--- config.mk ---
export PLATFORM = sky130hd
export DESIGN_NAME = logs_r_sequencer
export DESIGN_NICKNAME = d
export VERILOG_FILES = /design/src/rtl/logs_r_sequencer_pkg.sv /design/src/rtl/logs_r_sequencer_seg_rom.sv /design/src/rtl/logs_r_sequencer.sv
export SDC_FILE = /design/constraint.sdc
export NUM_CORES = 1
export LEC_CHECK = 0
export ABC_AREA = 0
export ABC_CLOCK_PERIOD_IN_PS = 4510
export CAP_MARGIN = 20
export CORE_ASPECT_RATIO = 1.25
export CORE_MARGIN = 3
export CORE_UTILIZATION = 59
export DETAILED_ROUTE_END_ITERATION = 7
export PLACE_DENSITY = 0.8
export SETUP_SLACK_MARGIN = 0.05
export SLEW_MARGIN = 25
export SYNTH_ARGS = -nofsm -noshare
export SYNTH_HDL_FRONTEND = slang
export SYNTH_SLANG_ARGS = --single-unit
--- constraint.sdc ---
create_clock -name clk -period 4.51 [get_ports clk]
set_input_delay 1.353 -clock clk [delete_from_list [all_inputs] [get_ports clk]]
set_output_delay 1.353 -clock clk [all_outputs]
set_load 0.02 [all_outputs]
--- src/rtl/logs_r_sequencer_pkg.sv ---
// Shared types and the default segment playlist for the logistic-map r sequencer.
// The playlist is authored in 2.8 fixed point and rescaled by the ROM for other FRAC values.
package logs_r_sequencer_pkg;

   typedef enum logic [1:0] {
      ST_LOAD    = 2'd0,
      ST_SETTLE  = 2'd1,
      ST_PLAY    = 2'd2,
      ST_ADVANCE = 2'd3
   } seq_state_t;

   localparam int         TABLE_FRAC = 8;
   localparam logic [9:0] INITIAL_R  = 10'h110;

   typedef struct packed {
      logic [9:0]  start_r;
      logic [9:0]  end_r;
      logic [9:0]  step;
      logic [15:0] dwell;
   } seg_entry_t;

   function automatic seg_entry_t seg_table(input logic [1:0] idx);
      seg_entry_t e;
      case (idx)
         2'd0:    e = '{start_r: 10'h110, end_r: 10'h2FF, step: 10'd4, dwell: 16'd1000};
         2'd1:    e = '{start_r: 10'h300, end_r: 10'h390, step: 10'd1, dwell: 16'd1000};
         2'd2:    e = '{start_r: 10'h3D4, end_r: 10'h3D4, step: 10'd0, dwell: 16'd4000};
         default: e = '{start_r: 10'h390, end_r: 10'h3FF, step: 10'd1, dwell: 16'd1000};
      endcase
      return e;
   endfunction

endpackage

--- src/rtl/logs_r_sequencer_seg_rom.sv ---
// Combinational playlist lookup: segment index -> start r, end r, step and dwell.
module logs_r_sequencer_seg_rom
   import logs_r_sequencer_pkg::*;
#(
   parameter int FRAC       = 8,
   parameter int SEG_W      = 2,
   parameter int DWELL_BITS = 16,
   localparam int RW        = FRAC + 2
) (
   input  logic [SEG_W-1:0]      seg,
   output logic [RW-1:0]         start_r,
   output logic [RW-1:0]         end_r,
   output logic [RW-1:0]         step,
   output logic [DWELL_BITS-1:0] dwell
);

   logic [1:0] idx;
   seg_entry_t entry;

   assign idx   = 2'(seg);
   assign entry = seg_table(idx);
   assign dwell = DWELL_BITS'(entry.dwell);

   // Table values are 2.8; shift them onto the configured fractional grid.
   generate
      if (FRAC >= TABLE_FRAC) begin : g_scale_up
         assign start_r = RW'(entry.start_r) << (FRAC - TABLE_FRAC);
         assign end_r   = RW'(entry.end_r)   << (FRAC - TABLE_FRAC);
         assign step    = RW'(entry.step)    << (FRAC - TABLE_FRAC);
      end else begin : g_scale_down
         assign start_r = RW'(entry.start_r >> (TABLE_FRAC - FRAC));
         assign end_r   = RW'(entry.end_r   >> (TABLE_FRAC - FRAC));
         assign step    = RW'(entry.step    >> (TABLE_FRAC - FRAC));
      end
   endgenerate

endmodule

--- src/rtl/logs_r_sequencer.sv ---
// Steps the logistic-map r parameter through a playlist of segments, muting audio
// while the map settles after each jump and qualifying next_ready pulses during play.
module logs_r_sequencer
   import logs_r_sequencer_pkg::*;
#(
   parameter int FRAC           = 8,
   parameter int N_SEG          = 4,
   parameter int SETTLE         = 64,
   parameter int DWELL_BITS     = 16,
   parameter int DWELL_OVERRIDE = 0,
   localparam int RW            = FRAC + 2,
   localparam int SEG_W         = (N_SEG > 1) ? $clog2(N_SEG) : 1
) (
   input  logic             clk,
   input  logic             rst_n,
   input  logic             next_ready,
   input  logic             hold,
   input  logic             skip,
   output logic [RW-1:0]    r,
   output logic             x_use,
   output logic             mute,
   output logic             reseed,
   output logic [SEG_W-1:0] seg
);

   localparam int SET_W = (SETTLE > 0) ? $clog2(SETTLE + 1) : 1;

   seq_state_t state_q, state_d;
   logic [SEG_W-1:0]      seg_q, seg_d;
   logic [RW-1:0]         r_q, r_d;
   logic [SET_W-1:0]      set_cnt_q, set_cnt_d;
   logic [DWELL_BITS-1:0] dwell_cnt_q, dwell_cnt_d;

   logic [RW-1:0]         rom_start;
   logic [RW-1:0]         rom_end;
   logic [RW-1:0]         rom_step;
   logic [DWELL_BITS-1:0] rom_dwell;

   logic [SET_W-1:0]      set_inc;
   logic [DWELL_BITS:0]   dwell_inc;
   logic [DWELL_BITS:0]   dwell_target;
   logic                  dwell_done;
   logic [RW:0]           r_nxt;
   logic                  step_stop;
   logic [SEG_W-1:0]      seg_wrap;
   logic [RW-1:0]         reset_r;

   logs_r_sequencer_seg_rom #(
      .FRAC       (FRAC),
      .SEG_W      (SEG_W),
      .DWELL_BITS (DWELL_BITS)
   ) u_seg_rom (
      .seg     (seg_q),
      .start_r (rom_start),
      .end_r   (rom_end),
      .step    (rom_step),
      .dwell   (rom_dwell)
   );

   generate
      if (FRAC >= TABLE_FRAC) begin : g_reset_up
         assign reset_r = RW'(INITIAL_R) << (FRAC - TABLE_FRAC);
      end else begin : g_reset_down
         assign reset_r = RW'(INITIAL_R >> (TABLE_FRAC - FRAC));
      end
   endgenerate

   assign set_inc      = set_cnt_q + 1'b1;
   assign dwell_inc    = {1'b0, dwell_cnt_q} + 1'b1;
   assign dwell_target = (DWELL_OVERRIDE != 0) ? (DWELL_BITS + 1)'(DWELL_OVERRIDE)
                                               : {1'b0, rom_dwell};
   assign dwell_done   = (dwell_inc >= dwell_target);

   // One extra bit so an r step past 4.0 is caught instead of wrapping.
   assign r_nxt     = {1'b0, r_q} + {1'b0, rom_step};
   assign step_stop = (rom_step == '0) || (r_nxt > {1'b0, rom_end}) || r_nxt[RW];
   assign seg_wrap  = (seg_q == SEG_W'(N_SEG - 1)) ? '0 : seg_q + 1'b1;

   always_ff @(posedge clk or negedge rst_n) begin
      if (!rst_n) begin
         state_q     <= ST_LOAD;
         seg_q       <= '0;
         r_q         <= reset_r;
         set_cnt_q   <= '0;
         dwell_cnt_q <= '0;
      end else begin
         state_q     <= state_d;
         seg_q       <= seg_d;
         r_q         <= r_d;
         set_cnt_q   <= set_cnt_d;
         dwell_cnt_q <= dwell_cnt_d;
      end
   end

   // Skip outranks both hold and the dwell/step decision so a segment is left exactly once.
   always_comb begin
      state_d     = state_q;
      seg_d       = seg_q;
      r_d         = r_q;
      set_cnt_d   = set_cnt_q;
      dwell_cnt_d = dwell_cnt_q;

      if (skip && (state_q != ST_ADVANCE)) begin
         state_d = ST_ADVANCE;
      end else if (!hold) begin
         case (state_q)
            ST_LOAD: begin
               r_d         = rom_start;
               set_cnt_d   = '0;
               dwell_cnt_d = '0;
               state_d     = (SETTLE == 0) ? ST_PLAY : ST_SETTLE;
            end
            ST_SETTLE: begin
               if (next_ready) begin
                  set_cnt_d = set_inc;
                  if (set_inc == SET_W'(SETTLE)) begin
                     state_d = ST_PLAY;
                  end
               end
            end
            ST_PLAY: begin
               if (next_ready) begin
                  if (dwell_done) begin
                     dwell_cnt_d = '0;
                     if (step_stop) begin
                        state_d = ST_ADVANCE;
                     end else begin
                        r_d = r_nxt[RW-1:0];
                     end
                  end else begin
                     dwell_cnt_d = dwell_inc[DWELL_BITS-1:0];
                  end
               end
            end
            default: begin
               seg_d   = seg_wrap;
               state_d = ST_LOAD;
            end
         endcase
      end
   end

   assign r      = r_q;
   assign seg    = seg_q;
   assign x_use  = next_ready && (state_q == ST_PLAY);
   assign mute   = (state_q != ST_PLAY);
   assign reseed = (state_q == ST_LOAD);

endmodule

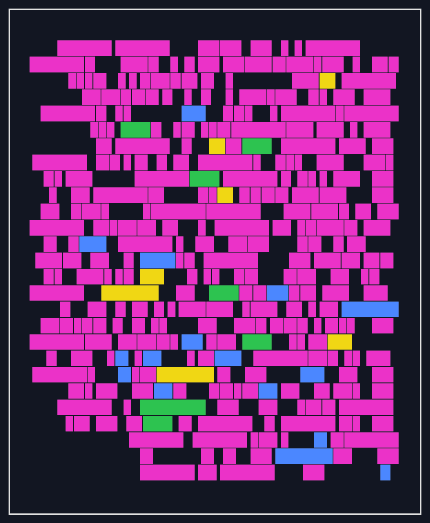
Figure 1: run 1, sizing map.
(6 px per µm)
legend:
  green:
    size: x6 and larger
    cells: 7
  blue:
    size: x2
    cells: 16
  yellow:
    size: x3 and x4
    cells: 7
  magenta:
    size: x1 and smaller
    cells: 312
Buffers excl. clock: 22
post-layout worst setup margin: 0.379 ns

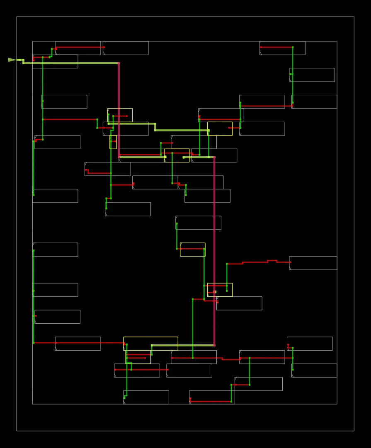
Figure 2: run 1, the clock network.
number of clock buffers in the layout: 7
layout sequential cell count: 37
CTS buffer count: 5
Skew-Pair Late Insertion Delay: 0.30 ns

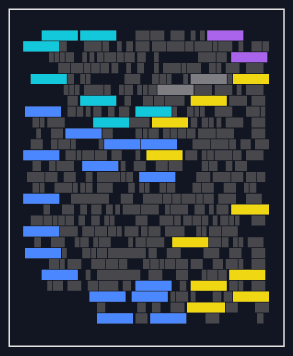
Figure 3: run 1, sequential cells colored by netlist name.
(4 px per µm) Other sequential cells in the stronger gray, the rest of the logic in the fainter gray.
legend:
  blue:
    netlist_name: dwell_cnt_q
    sequential_cells: 16
  purple:
    netlist_name: seg
    sequential_cells: 2
  cyan:
    netlist_name: set_cnt_q
    sequential_cells: 7
  yellow:
    netlist_name: r
    sequential_cells: 10
not colored: 2

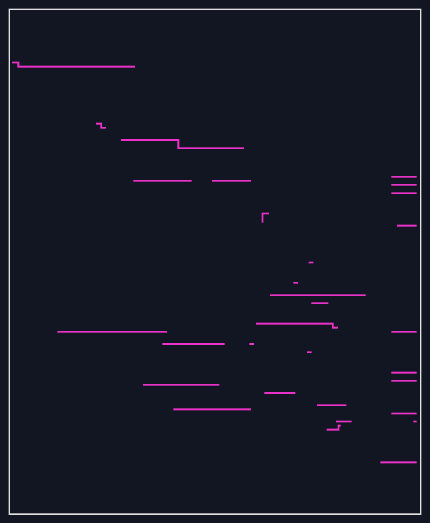
Figure 4: run 1, signal wires on met3.
(6 px per µm)
longest straight run: 19.3 µm
share of all routed wire: 3.2%
wire length on this layer: 200 µm
main direction: horizontal
nets with wire on the layer: 24
detailed-route wire length: 6340 µm
via count: 2470
met3 usage: 3.64%

==> flow_summary.json, run 1 <==
{
  "post-synth-top-area-fraction_pct": 30.6,
  "whs_ns": 0.503,
  "timing.critical_path.slowest_stage_cell": "sky130_fd_sc_hd__clkdlybuf4s50_1",
  "grt_start_max_net_pins": 38,
  "fraction_of_standard_cell_area_in_multi_input_logic_pct": 57.2,
  "clk_path_buf_depth": 2,
  "area_growth_synth_to_finish_pct": 12.4,
  "critPathMaxFanout": 4,
  "layout-drive-gt1-share_pct": 8.77,
  "worstSetupStartpointType": "input port",
  "die_w_um": 68.3,
  "synth_async_sr_flop_share_pct": 100,
  "place_congestion": 0.861,
  "topCellsByArea": "sky130_fd_sc_hd__dfrtp_1, sky130_fd_sc_hd__ha_1, sky130_fd_sc_hd__nand2_1",
  "cp_num_cells": 4,
  "grt-ovfl-total": 0,
  "power_leakage_uw": 0.00142,
  "holdBufCountCts": 0,
  "yosys-stat-cells": 320,
  "netlist-cell-type-count": 64,
  "height_of_the_chip_um": 83.9,
  "root_buffer": "sky130_fd_sc_hd__clkbuf_8",
  "antenna-diode-count": 0,
  "comb_area_um2": 1840,
  "finalCriticalPeriod_ns": 4.13,
  "finalClockSkew_ns": 0.0152,
  "reg2reg_slack_ns": 0.59,
  "dr.first_iter.drc_count": 142,
  "fin_crit_sh_pct": 91.6,
  "fin_area_um2": 3220,
  "initial_core_util_pct": 63.3,
  "chip_area_um2": 5730,
  "dominantRegCellSynth": "sky130_fd_sc_hd__dfrtp_1",
  "yosys-top-cells-count": "sky130_fd_sc_hd__nand2_1, sky130_fd_sc_hd__dfrtp_1, sky130_fd_sc_hd__ha_1",
  "synth-edff-count": 0,
  "postCtsSetupRepairBufs": 0,
  "timing.hold.worst_path_depth": 2,
  "crit_path_end_kind": "output port",
  "post_layout_nonfiller_instances": 400,
  "setup_total_negative_slack_ns": 0,
  "drt-pass1-iter-count": 4,
  "r2r-start": "seg[0]",
  "yosys_warnings": 0,
  "timing.final.max_slew_violations": 0,
  "path_buffers": 3,
  "global_route.usage.total_pct": 24.1,
  "timing.critical_path.arrival_ns": 2.78,
  "power.density_nw_per_um2": 597,
  "cp_top_family": "buffers and inverters",
  "rsz0062_at_grt": "no",
  "aoi_share_pct": 21.2,
  "internal-power_uw": 1050,
  "synthTopLogicFamily": "simple AND/OR/NAND/NOR gates",
  "register_area_um2": 928,
  "rows": 27,
  "port_buffer_cells": 19,
  "most_used_cell_along_the_critical_path": "sky130_fd_sc_hd__clkdlybuf4s50_1",
  "placed_cells_incl_taps": 392,
  "mappedNetlistArea_um2": 2860,
  "setup_viol_count_final": 0,
  "ys_sh_mux_pct": 2.27,
  "comb_cells": 261,
  "synthSimpleGateAreaFrac_pct": 24.2,
  "wl_per_cell_um": 15.8,
  "dp_slack_ns": 0.395,
  "combinationalPowerShare_pct": 56.8,
  "clkCellAreaFrac_pct": 3.61,
  "design.portCount": 20,
  "ir_drop_uv": 230,
  "final-nonclk-buf-share_pct": 6.45,
  "share_clk_of_total_power_pct": 15.6,
  "cts.clk_slew.worst_paths_ns": 0.07,
  "layout.cells.most_common": "sky130_fd_sc_hd__nand2_1",
  "status": "finished, final reports clean",
  "grt_antenna_before_repair": 0,
  "synth-adder-area-share_pct": 11.8,
  "clock-sinks": 37,
  "detail_route.drc_violations": 0,
  "seq_power_share_pct": 27.6,
  "count_of_nets_left_with_antenna_violations_after_detail_routing": 0,
  "tool_warnings": 35,
  "syn-mean-instance-area_um2": 8.95,
  "top_area_cell_class": "combinational gates",
  "cts.repair.resized": 0,
  "drt-vias-per-instance": 6.18,
  "synth.yosys.seq_area_share_pct": 32.4,
  "timing.critical_path.cells": "clkdlybuf4s50_1, inv_1, nor2_1, clkdlybuf4s50_1",
  "synthesis.instances": 320,
  "synth_area_leader": "sky130_fd_sc_hd__dfrtp_1",
  "core_um2": 4530,
  "hold_violations": 0,
  "cts_tree": "done",
  "place_hpwl_um": 4710,
  "hold-path-endpoint": "set_cnt_q[6]",
  "cts-htree-levels": 2,
  "design_power_total_uw": 1920,
  "worst-endpoint-required_ns": 3.16,
  "reg2regPathDepth": 13,
  "max-slew-margin-rel_pct": 45.4,
  "most_common_cell": "sky130_fd_sc_hd__nand2_1",
  "power_switching_uw": 875,
  "mappedNetlistNets": 352,
  "ys_sh_xor_pct": 4.85,
  "critical_path.endpoint": "x_use",
  "startpoint": "next_ready",
  "yosys.stat.chipArea_um2": 2860,
  "grt_pass1_wl_um": 10900,
  "numSynthFlops": 37,
  "drv_cap": 0,
  "timing.fmax_mhz": 242,
  "critical_path.max_stage_delay_ns": 0.64,
  "worstHoldPathType": "reg -> reg",
  "worst_tran_pin_value_ns": 0.819
}
run 1: power by group through the flow:
| stage | Combinational, µW | Clock (µW) | Sequential [µW] |
|---|---|---|---|
| global placement | 1060 | 0 | 531 |
| floorplan | 731 | 0 | 557 |
| global route | 1220 | 325 | 546 |
| finish | 1090 | 301 | 531 |
| detailed placement | 1080 | 0 | 535 |
| CTS | 1090 | 308 | 528 |
run 1: routing by layer:
| metal | global-route usage, % | up-vias | wire, µm |
|---|---|---|---|
| met1 | 29.9 | 1193 | 2830 |
| met4 | 7.78 | 0 | 111 |
| li1 | - | 1221 | - |
| met3 | 3.64 | 11 | 199 |
| met2 | 41.5 | 45 | 3190 |
| met5 | 0 | - | 0 |
run 1: registers in the layout, indices dropped and copies added, names as in the netlist:
register,count
seg,2
state_q,2
r,10
dwell_cnt_q,16
set_cnt_q,7
==> inputs of run 2 (changes only) <==
TNS_END_PERCENT = 20   (was default)
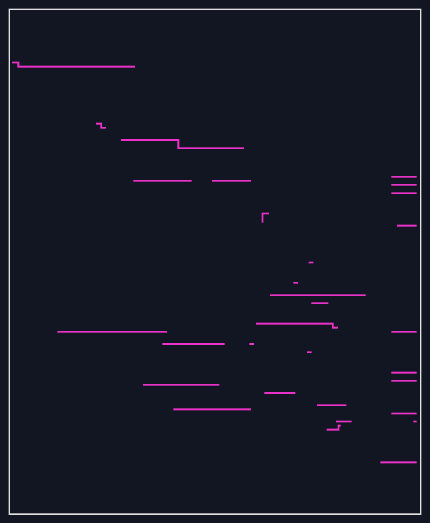
Figure 5: run 2, signal wires on met3.
(6 px per µm)
longest straight run: 19.3 µm
share of all routed wire: 3.2%

==> run 2 against run 1 <==
Effect of this change: via count unchanged; worst setup slack unchanged; combinational power about the same; worst hold slack unchanged; clock-buffer cell count unchanged; die area unchanged; critical path depth unchanged; critical endpoint unchanged; non-clock buffer count unchanged; first-iteration DRC count unchanged; final cell count unchanged; synthesized area unchanged.
==> flow_summary.json, run 2 <==
{
  "topCellsByArea": "sky130_fd_sc_hd__dfrtp_1, sky130_fd_sc_hd__ha_1, sky130_fd_sc_hd__nand2_1",
  "design.seq.count": 37,
  "globalRouteMet1Util_pct": 29.9,
  "setup_viol_count_final": 0,
  "wl_per_cell_um": 15.8,
  "drv_cap": 0,
  "reg2regPathDepth": 13,
  "clock-sinks": 37,
  "die_w_um": 68.3,
  "place_congestion": 0.861,
  "clk_path_buf_depth": 2,
  "grt_start_max_net_pins": 38,
  "wl_um": 6340,
  "yosys-stat-cells": 320,
  "startpoint": "next_ready",
  "fraction_of_standard_cell_area_in_multi_input_logic_pct": 57.2,
  "via_count": 2470,
  "timing.critical_path.slowest_stage_cell": "sky130_fd_sc_hd__clkdlybuf4s50_1",
  "timing.critical_path.arrival_ns": 2.78,
  "comb_area_um2": 1840,
  "timing.final.max_slew_violations": 0,
  "port_buffer_cells": 19,
  "setup_total_negative_slack_ns": 0,
  "register_area_um2": 928,
  "finalCriticalPeriod_ns": 4.13,
  "buffers_excl_clock": 22,
  "clkCellAreaFrac_pct": 3.61,
  "rows": 27,
  "finalClockSkew_ns": 0.0152,
  "height_of_the_chip_um": 83.9,
  "fin_crit_sh_pct": 91.6,
  "highest_routed_metal_layer": "met4",
  "cts-htree-levels": 2,
  "cp_num_cells": 4,
  "initial_core_util_pct": 63.3,
  "met2RoutedLength_um": 3190,
  "grtUsageMet3_pct": 3.64,
  "worst-endpoint-required_ns": 3.16,
  "critical_path.max_stage_delay_ns": 0.64,
  "synth_async_sr_flop_share_pct": 100,
  "final-nonclk-buf-share_pct": 6.45,
  "cts-buffers-inserted": 5,
  "ir_drop_uv": 230,
  "netlist-cell-type-count": 64,
  "most_used_cell_along_the_critical_path": "sky130_fd_sc_hd__clkdlybuf4s50_1",
  "synthesis.instances": 320,
  "synth_area_leader": "sky130_fd_sc_hd__dfrtp_1",
  "most_common_cell": "sky130_fd_sc_hd__nand2_1",
  "path_buffers": 3,
  "drt-vias-per-instance": 6.18,
  "dominantRegCellSynth": "sky130_fd_sc_hd__dfrtp_1",
  "cts.repair.resized": 0,
  "dr.first_iter.drc_count": 142,
  "yosys_warnings": 0,
  "root_buffer": "sky130_fd_sc_hd__clkbuf_8",
  "status": "finished, final reports clean",
  "power_leakage_uw": 0.00142,
  "power.density_nw_per_um2": 597,
  "layout-drive-gt1-share_pct": 8.77,
  "cts_tree": "done",
  "global_route.usage.total_pct": 24.1,
  "max_flop_register": "dwell_cnt_q",
  "reg2reg_slack_ns": 0.59,
  "layout.cells.most_common": "sky130_fd_sc_hd__nand2_1",
  "r2r-start": "seg[0]",
  "grt-ovfl-total": 0
}
## run 2: power by group
group / total (µW) / internal, µW / switching [µW]
combinational: 1090 / 454 / 637
clock: 301 / 180 / 120
sequential: 531 / 412 / 118
## run 2: logic make-up (layout without fill, tap and decap cells)
group	count (synthesis)	count (layout)	synth area share (%)
AOI/OAI and AO/OA	79	79	21.2
xor gates and xnor gates	15	15	4.85
adders and majority gates	27	27	11.8
buffers and inverters	22	44	3.28
DFF	37	37	32.4
muxes	6	6	2.27
and+or+nand+nor	134	134	24.2
## run 2: through the flow
step,utilization [%],setup WS [ns],cells
2_1_floorplan,-,0.923,320
3_3_place_gp,68.5,0.454,392
3_5_place_dp,68.5,0.395,392
4_1_cts,71.1,0.387,400
5_1_grt,71.1,0.313,400
6_report,71.1,0.379,400
Figure 6. Sequential cells colored by netlist name (run 2).
(4 px per µm) Other sequential cells in the stronger gray, the rest of the logic in the fainter gray.
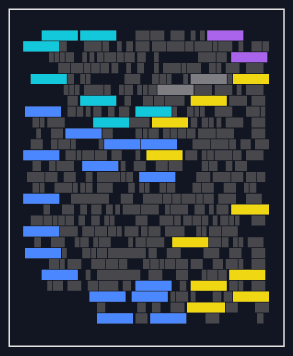

==> inputs of run 3 (changes only) <==
PLACE_DENSITY = 0.91   (was 0.8)
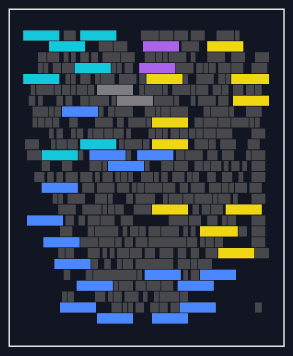
Figure 7: run 3, sequential cells colored by netlist name.
(4 px per µm) Other sequential cells in the stronger gray, the rest of the logic in the fainter gray.
legend:
  yellow:
    netlist_name: r
    sequential_cells: 10
  purple:
    netlist_name: seg
    sequential_cells: 2
  blue:
    netlist_name: dwell_cnt_q
    sequential_cells: 16
  cyan:
    netlist_name: set_cnt_q
    sequential_cells: 7
    where: top left
not colored: 2

==> run 3 against run 2 <==
Effect of this change: clock-buffer cell count is the same; via count rose by 4.2%; critical path type unchanged; utilization unchanged; synthesized area did not move; largest power group unchanged; combinational power barely moved.
==> flow_summary.json, run 3 <==
{
  "most_common_cell": "sky130_fd_sc_hd__nand2_1",
  "worst_tran_pin_value_ns": 0.835,
  "tool_warnings": 35,
  "drv_cap": 0,
  "crit_path_end_kind": "output port",
  "topCellsByArea": "sky130_fd_sc_hd__dfrtp_1, sky130_fd_sc_hd__ha_1, sky130_fd_sc_hd__nand2_1",
  "post-synth-top-area-fraction_pct": 30.6,
  "die_w_um": 68.3,
  "finalCriticalPeriod_ns": 4.11,
  "grt_antenna_before_repair": 0,
  "finalClockSkew_ns": 0.0105,
  "finish.utilization_pct": 71.1,
  "yosys-stat-cells": 320,
  "grt_start_max_net_pins": 38,
  "skew_pair_late_insertion_delay_ns": 0.30,
  "core_um2": 4530,
  "startpoint": "next_ready",
  "highest_routed_metal_layer": "met4",
  "rows": 27,
  "maxPowerGroup": "combinational logic",
  "power_leakage_uw": 0.00142,
  "critPathMaxFanout": 4,
  "postCtsSetupRepairBufs": 0,
  "mappedNetlistNets": 352,
  "drt-vias-per-instance": 6.44,
  "comb_area_um2": 1840,
  "via_count": 2574,
  "fin_area_um2": 3220,
  "r2r-start": "seg[0]",
  "timing.hold.worst_path_depth": 2,
  "holdBufCountCts": 0,
  "timing.critical_path.arrival_ns": 2.75,
  "grt-ovfl-total": 0,
  "layout.cells.most_common": "sky130_fd_sc_hd__nand2_1",
  "status": "finished, final reports clean",
  "synth.yosys.seq_area_share_pct": 32.4,
  "yosys-top-cells-count": "sky130_fd_sc_hd__nand2_1, sky130_fd_sc_hd__dfrtp_1, sky130_fd_sc_hd__ha_1",
  "place_hpwl_um": 4860,
  "placed_cells_incl_taps": 392,
  "place_congestion": 0.918,
  "yosys.stat.chipArea_um2": 2860,
  "post_layout_worst_setup_margin_ns": 0.404,
  "combinationalPowerShare_pct": 56.9,
  "synth-edff-count": 0,
  "timing.final.max_slew_violations": 0,
  "clock-sinks": 37,
  "seq_power_share_pct": 27.5,
  "wl_um": 6640,
  "internal-power_uw": 1050,
  "height_of_the_chip_um": 83.9,
  "root_buffer": "sky130_fd_sc_hd__clkbuf_8",
  "power.density_nw_per_um2": 603,
  "setup_total_negative_slack_ns": 0,
  "design.portCount": 20,
  "met1Wirelength_um": 2760,
  "post_layout_nonfiller_instances": 400,
  "grtUsageMet3_pct": 4.04,
  "ir_drop_uv": 304,
  "port_buffer_cells": 19,
  "synthesis.instances": 320,
  "timing.fmax_mhz": 244,
  "netSwitchingFraction_pct": 45.9,
  "count_of_nets_left_with_antenna_violations_after_detail_routing": 0,
  "numSynthFlops": 37,
  "cts_tree": "done",
  "cts-buffers-inserted": 5,
  "worstSetupStartpointType": "input port",
  "met2RoutedLength_um": 3370,
  "initial_core_util_pct": 63.3,
  "critical_path.max_stage_delay_ns": 0.64,
  "chip_area_um2": 5730,
  "cts.clk_slew.worst_paths_ns": 0.08,
  "timing.critical_path.cells": "clkdlybuf4s50_1, inv_1, nor2_1, clkdlybuf4s50_1",
  "syn-mean-instance-area_um2": 8.95,
  "setup_viol_count_final": 0,
  "max-slew-margin-rel_pct": 44.3,
  "dominantRegCellSynth": "sky130_fd_sc_hd__dfrtp_1",
  "synth_async_sr_flop_share_pct": 100,
  "clk_path_buf_depth": 2,
  "area_growth_synth_to_finish_pct": 12.4,
  "register_area_um2": 928,
  "worst-endpoint-required_ns": 3.16,
  "max_flop_register": "dwell_cnt_q",
  "power_sequential_uw": 534,
  "share_clk_of_total_power_pct": 15.6,
  "power_combinational_uw": 1100,
  "reg2reg_slack_ns": 0.55,
  "cts.repair.resized": 0,
  "dp_slack_ns": 0.424,
  "wl_per_cell_um": 16.6,
  "dr.first_iter.drc_count": 191,
  "cts-htree-levels": 2,
  "global_route.usage.total_pct": 26.0,
  "met2_usage_pct": 43.2,
  "globalRouteMet1Util_pct": 32.3,
  "layout-drive-gt1-share_pct": 8.77,
  "met3_routed_length_um": 326,
  "whs_ns": 0.512,
  "worstHoldPathType": "reg -> reg",
  "mappedNetlistArea_um2": 2860,
  "timing.critical_path.slowest_stage_cell": "sky130_fd_sc_hd__clkdlybuf4s50_1",
  "p_clk_uw": 302,
  "fin_crit_sh_pct": 91.1
}
[run 3: cell type report]
| type | instances | area share (%) |
|---|---|---|
| inverter | 14 | 1.63 |
| clock inverter | 1 | 0.933 |
| sequential | 37 | 28.8 |
| timing repair buffer | 22 | 6.45 |
| multi-input combinational | 261 | 57.2 |
| clock buffer | 7 | 2.68 |
| tap | 58 | 2.25 |
[run 3: critical path: cells and delay by family]
kind / cells / cell delay [ns]
and+or+nand+nor: 1 / 0.17
buffers and inverters: 3 / 1.23
[run 3: kinds of logic after synthesis]
kind of cell | synth area share, %
buffers and inverters | 3.28
XOR/XNOR | 4.85
AND/OR/NAND/NOR | 24.2
AND-OR/OR-AND | 21.2
multiplexers | 2.27
flip-flops | 32.4
adder cells (fa/ha/maj) | 11.8
Power figures rest on the tool's default switching activity, not on a simulated workload.
